===== src/rtl/riscv_lsu_pkg.sv =====
// Shared types and constants for the RISC-V load/store unit.
// Covers funct3 encodings, FSM states and the access-size byte mask helper.
package riscv_lsu_pkg;

  localparam int XLEN = 64;
  localparam int BE_W = XLEN / 8;

  localparam logic [2:0] F3_B   = 3'b000;
  localparam logic [2:0] F3_H   = 3'b001;
  localparam logic [2:0] F3_W   = 3'b010;
  localparam logic [2:0] F3_D   = 3'b011;
  localparam logic [2:0] F3_BU  = 3'b100;
  localparam logic [2:0] F3_HU  = 3'b101;
  localparam logic [2:0] F3_WU  = 3'b110;
  localparam logic [2:0] F3_ILL = 3'b111;

  typedef enum logic [1:0] {
    IDLE = 2'd0,
    REQ  = 2'd1,
    WAIT = 2'd2,
    DONE = 2'd3
  } lsu_state_t;

  // Byte mask of an access of size 2**size, anchored at lane 0.
  function automatic logic [BE_W-1:0] size_mask(input logic [1:0] size);
    logic [BE_W-1:0] m;
    case (size)
      2'd0:    m = 8'h01;
      2'd1:    m = 8'h03;
      2'd2:    m = 8'h0F;
      default: m = 8'hFF;
    endcase
    return m;
  endfunction

endpackage


===== src/rtl/riscv_lsu_align.sv =====
// Combinational byte-lane steering for the LSU: store byte enables and data shift,
// misalignment detection, and load extract with sign/zero extension.
module riscv_lsu_align
  import riscv_lsu_pkg::*;
(
  input  logic [2:0]      funct3,
  input  logic [2:0]      offset,
  input  logic [XLEN-1:0] wdata,
  input  logic [2:0]      ld_funct3,
  input  logic [2:0]      ld_offset,
  input  logic [XLEN-1:0] mem_rdata,
  output logic [BE_W-1:0] be,
  output logic [XLEN-1:0] wdata_sh,
  output logic            misalign,
  output logic [XLEN-1:0] ld_result
);

  logic [XLEN-1:0] ld_sh_s;

  assign be       = size_mask(funct3[1:0]) << offset;
  assign wdata_sh = wdata << {offset, 3'b000};
  assign ld_sh_s  = mem_rdata >> {ld_offset, 3'b000};

  // Natural-alignment check; the reserved encoding never faults, it completes without access.
  always_comb begin
    misalign = 1'b0;
    if (funct3 == F3_ILL) begin
      misalign = 1'b0;
    end else begin
      case (funct3[1:0])
        2'b00:   misalign = 1'b0;
        2'b01:   misalign = offset[0];
        2'b10:   misalign = |offset[1:0];
        2'b11:   misalign = |offset;
        default: misalign = 1'b0;
      endcase
    end
  end

  // Truncate the lane-shifted doubleword to the access size and extend.
  always_comb begin
    ld_result = 64'h0;
    case (ld_funct3)
      F3_B:    ld_result = {{56{ld_sh_s[7]}},  ld_sh_s[7:0]};
      F3_H:    ld_result = {{48{ld_sh_s[15]}}, ld_sh_s[15:0]};
      F3_W:    ld_result = {{32{ld_sh_s[31]}}, ld_sh_s[31:0]};
      F3_D:    ld_result = ld_sh_s;
      F3_BU:   ld_result = {56'h0, ld_sh_s[7:0]};
      F3_HU:   ld_result = {48'h0, ld_sh_s[15:0]};
      F3_WU:   ld_result = {32'h0, ld_sh_s[31:0]};
      default: ld_result = 64'h0;
    endcase
  end

endmodule


===== src/rtl/riscv_lsu.sv =====
// Load/store unit: one data-memory transaction per instruction over req/ready + rvalid,
// stalling the pipeline until the access completes.
module riscv_lsu
  import riscv_lsu_pkg::*;
(
  input  logic            i_riscv_lsu_clk,
  input  logic            i_riscv_lsu_rst,
  input  logic            i_riscv_lsu_valid,
  input  logic            i_riscv_lsu_load,
  input  logic [2:0]      i_riscv_lsu_funct3,
  input  logic [XLEN-1:0] i_riscv_lsu_addr,
  input  logic [XLEN-1:0] i_riscv_lsu_wdata,
  output logic            o_riscv_lsu_stall,
  output logic            o_riscv_lsu_done,
  output logic [XLEN-1:0] o_riscv_lsu_rdata,
  output logic            o_riscv_lsu_misalign,
  output logic            o_riscv_lsu_mem_req,
  output logic            o_riscv_lsu_mem_we,
  output logic [XLEN-1:0] o_riscv_lsu_mem_addr,
  output logic [BE_W-1:0] o_riscv_lsu_mem_be,
  output logic [XLEN-1:0] o_riscv_lsu_mem_wdata,
  input  logic            i_riscv_lsu_mem_ready,
  input  logic            i_riscv_lsu_mem_rvalid,
  input  logic [XLEN-1:0] i_riscv_lsu_mem_rdata
);

  lsu_state_t      state_r;
  logic [XLEN-1:0] addr_r;
  logic [2:0]      funct3_r;
  logic            we_r;
  logic [BE_W-1:0] be_r;
  logic [XLEN-1:0] wdata_r;
  logic            mem_req_r;
  logic            done_r;
  logic            misalign_r;
  logic [XLEN-1:0] rdata_r;

  logic [BE_W-1:0] be_s;
  logic [XLEN-1:0] wdata_sh_s;
  logic            misalign_s;
  logic [XLEN-1:0] ld_result_s;
  logic            illegal_s;

  // Store side works on the live EX inputs; load side on the registered request.
  riscv_lsu_align u_align (
    .funct3    (i_riscv_lsu_funct3),
    .offset    (i_riscv_lsu_addr[2:0]),
    .wdata     (i_riscv_lsu_wdata),
    .ld_funct3 (funct3_r),
    .ld_offset (addr_r[2:0]),
    .mem_rdata (i_riscv_lsu_mem_rdata),
    .be        (be_s),
    .wdata_sh  (wdata_sh_s),
    .misalign  (misalign_s),
    .ld_result (ld_result_s)
  );

  assign illegal_s = (i_riscv_lsu_funct3 == F3_ILL) |
                     (~i_riscv_lsu_load & i_riscv_lsu_funct3[2]);

  // Stall must react in the same cycle EX presents the access, so it is decoded from state.
  assign o_riscv_lsu_stall = ~i_riscv_lsu_rst &
                             (((state_r == IDLE) & i_riscv_lsu_valid & ~misalign_s) |
                              (state_r == REQ) | (state_r == WAIT));

  assign o_riscv_lsu_done      = done_r;
  assign o_riscv_lsu_rdata     = rdata_r;
  assign o_riscv_lsu_misalign  = misalign_r;
  assign o_riscv_lsu_mem_req   = mem_req_r;
  assign o_riscv_lsu_mem_we    = we_r;
  assign o_riscv_lsu_mem_addr  = {addr_r[XLEN-1:3], 3'b000};
  assign o_riscv_lsu_mem_be    = be_r;
  assign o_riscv_lsu_mem_wdata = wdata_r;

  // Transaction FSM with request, status and load-result registers.
  always_ff @(posedge i_riscv_lsu_clk) begin
    if (i_riscv_lsu_rst) begin
      state_r    <= IDLE;
      addr_r     <= 64'h0;
      funct3_r   <= 3'b000;
      we_r       <= 1'b0;
      be_r       <= 8'h00;
      wdata_r    <= 64'h0;
      mem_req_r  <= 1'b0;
      done_r     <= 1'b0;
      misalign_r <= 1'b0;
      rdata_r    <= 64'h0;
    end else begin
      done_r     <= 1'b0;
      misalign_r <= 1'b0;
      case (state_r)
        IDLE: begin
          if (i_riscv_lsu_valid) begin
            addr_r   <= i_riscv_lsu_addr;
            funct3_r <= i_riscv_lsu_funct3;
            we_r     <= ~i_riscv_lsu_load;
            be_r     <= be_s;
            wdata_r  <= wdata_sh_s;
            rdata_r  <= 64'h0;
            if (misalign_s) begin
              misalign_r <= 1'b1;
            end else if (illegal_s) begin
              done_r  <= 1'b1;
              state_r <= DONE;
            end else begin
              mem_req_r <= 1'b1;
              state_r   <= REQ;
            end
          end
        end
        REQ: begin
          if (i_riscv_lsu_mem_ready) begin
            mem_req_r <= 1'b0;
            if (we_r) begin
              done_r  <= 1'b1;
              state_r <= DONE;
            end else begin
              state_r <= WAIT;
            end
          end
        end
        WAIT: begin
          if (i_riscv_lsu_mem_rvalid) begin
            rdata_r <= ld_result_s;
            done_r  <= 1'b1;
            state_r <= DONE;
          end
        end
        DONE: begin
          state_r <= IDLE;
        end
        default: begin
          state_r <= IDLE;
        end
      endcase
    end
  end

endmodule


===== config.mk =====
export PLATFORM = sky130hd
export DESIGN_NAME = riscv_lsu
export DESIGN_NICKNAME = d
export VERILOG_FILES = /design/src/rtl/riscv_lsu_pkg.sv /design/src/rtl/riscv_lsu_align.sv /design/src/rtl/riscv_lsu.sv
export SDC_FILE = /design/constraint.sdc
export NUM_CORES = 1
export LEC_CHECK = 0
export CAP_MARGIN = 20
export CORE_ASPECT_RATIO = 0.75
export CORE_MARGIN = 2
export CORE_UTILIZATION = 51
export CTS_BUF_LIST = sky130_fd_sc_hd__clkbuf_4 sky130_fd_sc_hd__clkbuf_8
export DETAILED_ROUTE_END_ITERATION = 12
export PLACE_DENSITY = 0.88
export SYNTH_ARGS = -nofsm -noshare
export SYNTH_HDL_FRONTEND = slang
export SYNTH_SLANG_ARGS = --single-unit

===== constraint.sdc =====
create_clock -name i_riscv_lsu_clk -period 4.1 [get_ports i_riscv_lsu_clk]
set_input_delay 0.615 -clock i_riscv_lsu_clk [delete_from_list [all_inputs] [get_ports i_riscv_lsu_clk]]
set_output_delay 0.615 -clock i_riscv_lsu_clk [all_outputs]
set_load 0.02 [all_outputs]

Figure 1. A small window of the routed layout (run 1).
Bar = 20 um. Window x 20 to 70, y 9 to 59 um. Cells in gray, sequential cells in the stronger gray; small squares are vias.
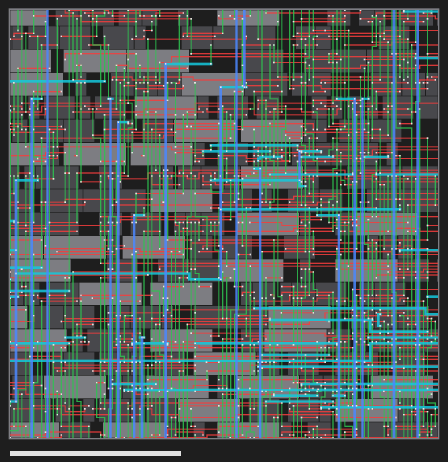
Key: green = M2; cyan = M3; blue = M4; red = M1
Most frequent: clkdlybuf4s50_1 (55), dfxtp_1 (39), nor2_1 (34). Netlist names of flops here include o_riscv_lsu_mem_wdata (27), addr_r (7), o_riscv_lsu_mem_be (5). Sequential cells in the window: 39. 218 logic cells have their middle in the window.

Figure 2. Cell placement (run 1).
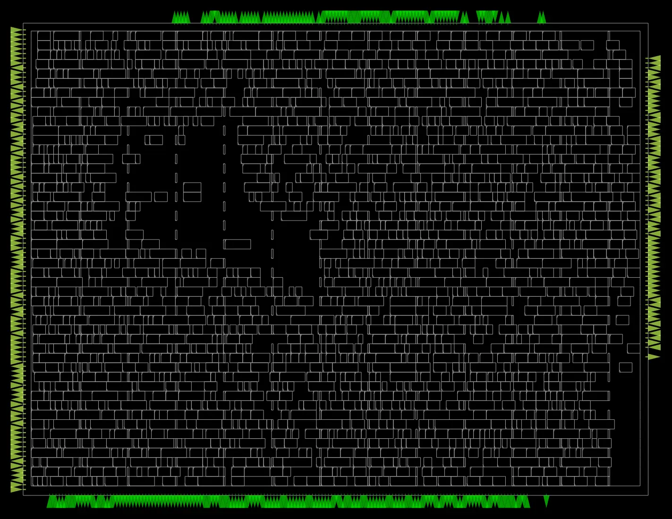
Final Core Density: 70.08%
non-filler instance count after layout: 2000
sequential share of cell area: 26.19%
Rows: 48

Figure 3. Sequential cells colored by netlist name (run 1).
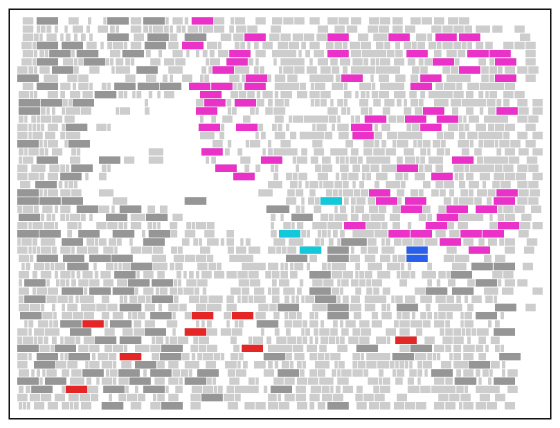
Key: magenta = o_riscv_lsu_rdata [placed flops 64]; cyan = funct3_r [placed flops 3]; blue = state_r [placed flops 2]; red = o_riscv_lsu_mem_be [placed flops 8]
Sequential cell area: 4189 um^2
power consumed by sequential cells: 2.57 mW

==> impl_metrics.toml, run 1 <==
# physical design summary
[pwr]
cell_internal_power_mw = 4.859
clkPwrFrac_pct = 24.8
power.share.sequential_pct = 31.6
finalPower_mw = 8.133
power_density_over_the_cells_nw_per_um2 = 508.6

[clocking]
cts_setup_buffers = 0
clockBufferDepth = 3
htree_num_levels = 2
cts.hold.buffers_added = 0
cts_tree = "built"

[routing]
top_signal_layer_used = "met4"
viasPerCell = 6.164

[layout]
logic_share_of_the_area_pct = 40.24
final_common_cell = "clkdlybuf4s50_1"
clkbuf_count = 59
n_sequential_cell = 209
logic_gates = 998

[synth]
most_area_consuming_cells_after_synthesis = "dfxtp_1 (36%), a21oi_1 (7.7%), mux2i_1 (7.2%)"
synth-seq-area-share_pct = 35.56
ff_type = "dfxtp_1"
post_synth_ao_oa_area_fraction_pct = 23.52
logic_family = "AND-OR/OR-AND gates"
edf_count = 0

[grt]
use_met3_pct = 9.785
groute.layer.met2.usage_pct = 51.28
gr-total-overflow = 0
gr-usage-all-layers_pct = 34.12
busiest_layer = "met2"
global_route_wire_length_before_repair_mm = 65.77

[sta]
final.hold.worst_slack_ns = 0.4532
fin_crit_sh_pct = 84.43
finalHoldViolCount = 0

[critical_path]
worstSetupStartpointType = "primary input"
crit_top_cell = "clkdlybuf4s50_1"
worst-endpoint-arrival_ns = 2.85
crit-reg2reg-capture = "o_riscv_lsu_rdata[21]$_SDFFE_PP0P_"

[place]
placed_standard_cell_area_um2 = 15230

[floorplan]
dieArea_um2 = 24320
fp-utilization_pct = 51.56

[hold_path]
hold_path_class = "flip-flop to flip-flop"

[outcome]
outcome = "complete, no violations"
Figure 4. Wire density map (run 1).
Bar = 50 um. 36 x 27 tiles, from black (low) to pale yellow (high), scaled to the fullest tile. Values are wire area over tile area, all layers added.
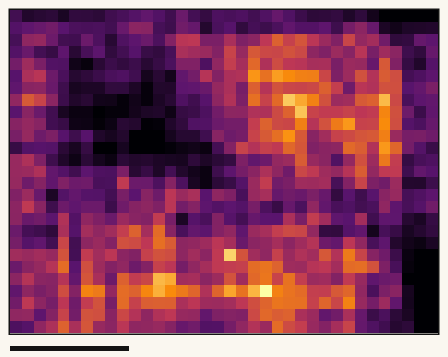

## Run 2: what changed since run 1
--- a/config.mk
+++ b/config.mk
@@ -8,10 +8,10 @@
 export CAP_MARGIN = 20
 export CORE_ASPECT_RATIO = 0.75
 export CORE_MARGIN = 2
-export CORE_UTILIZATION = 51
+export CORE_UTILIZATION = 43
 export CTS_BUF_LIST = sky130_fd_sc_hd__clkbuf_4 sky130_fd_sc_hd__clkbuf_8
 export DETAILED_ROUTE_END_ITERATION = 12
-export PLACE_DENSITY = 0.88
+export PLACE_DENSITY = 0.79
 export SYNTH_ARGS = -nofsm -noshare
 export SYNTH_HDL_FRONTEND = slang
 export SYNTH_SLANG_ARGS = --single-unit
==> constraint.sdc (replaced) <==
create_clock -name i_riscv_lsu_clk -period 2.85 [get_ports i_riscv_lsu_clk]
set_input_delay 0.4275 -clock i_riscv_lsu_clk [delete_from_list [all_inputs] [get_ports i_riscv_lsu_clk]]
set_output_delay 0.4275 -clock i_riscv_lsu_clk [all_outputs]
set_load 0.02 [all_outputs]
Figure 5. Wire density map (run 2).
Bar = 50 um. 39 x 29 tiles, from black (low) to pale yellow (high), scaled to the fullest tile. Values are wire area over tile area, all layers added.
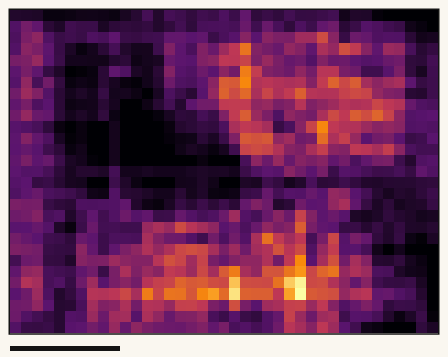
The mean over all tiles is 0.27. The fullest tile reaches 1.1. The densest ninth of the die: south.
GRT Overall Usage: 29.70%
total number of vias: 12360

Figure 6. A small window of the routed layout (run 2).
Bar = 20 um. Window x 24 to 74, y 12 to 62 um. Cells in gray, sequential cells in the stronger gray; small squares are vias.
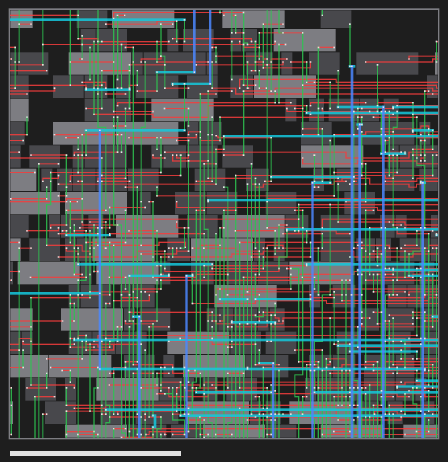
Key: cyan = M3; red = M1; blue = M4; green = M2
179 logic cells have their middle in the window. Most frequent: clkdlybuf4s50_1 (45), dfxtp_1 (31), nor2_1 (27). Sequential cells in the window: 31. Netlist names of flops here include o_riscv_lsu_mem_wdata (25), addr_r (4), o_riscv_lsu_mem_be (2).

==> impl_metrics.toml, run 2 <==
# physical design summary
[pwr]
clkPwrFrac_pct = 24.8
seq_cell_power_mw = 3.69
power_density_over_the_cells_nw_per_um2 = 726.6
power.share.sequential_pct = 31.1
finalPower_mw = 11.88
cell_internal_power_mw = 7.106

[clocking]
cts_setup_buffers = 0
htree_num_levels = 2
clockBufferDepth = 3
cts.hold.buffers_added = 0
cts_tree = "built"

[synth]
most_area_consuming_cells_after_synthesis = "dfxtp_1 (36%), a21oi_1 (7.7%), mux2i_1 (7.2%)"
logic_family = "AND-OR/OR-AND gates"
synth-seq-area-share_pct = 35.56
edf_count = 0
post_synth_ao_oa_area_fraction_pct = 23.52

[outcome]
outcome = "complete, no violations"

[grt]
busiest_layer = "met2"
groute.layer.met2.usage_pct = 42.95
global_route_wire_length_before_repair_mm = 66.11
gr-total-overflow = 0
use_met3_pct = 10.17

[layout]
layout.area.seq_um2 = 4189
logic_share_of_the_area_pct = 39.37
logic_gates = 998
clkbuf_count = 55
seqAreaFraction_pct = 25.63
final_common_cell = "clkdlybuf4s50_1"

[floorplan]
fp-utilization_pct = 43.69
num_rows = 52
dieArea_um2 = 28720

[critical_path]
worst-endpoint-arrival_ns = 2.07
worstSetupStartpointType = "flip-flop"
crit-reg2reg-capture = "o_riscv_lsu_rdata[49]$_SDFFE_PP0P_"

[routing]
top_signal_layer_used = "met4"

[sta]
finalHoldViolCount = 0

[place]
placed_standard_cell_area_um2 = 15570
Power figures rest on the tool's default switching activity, not on a simulated workload.
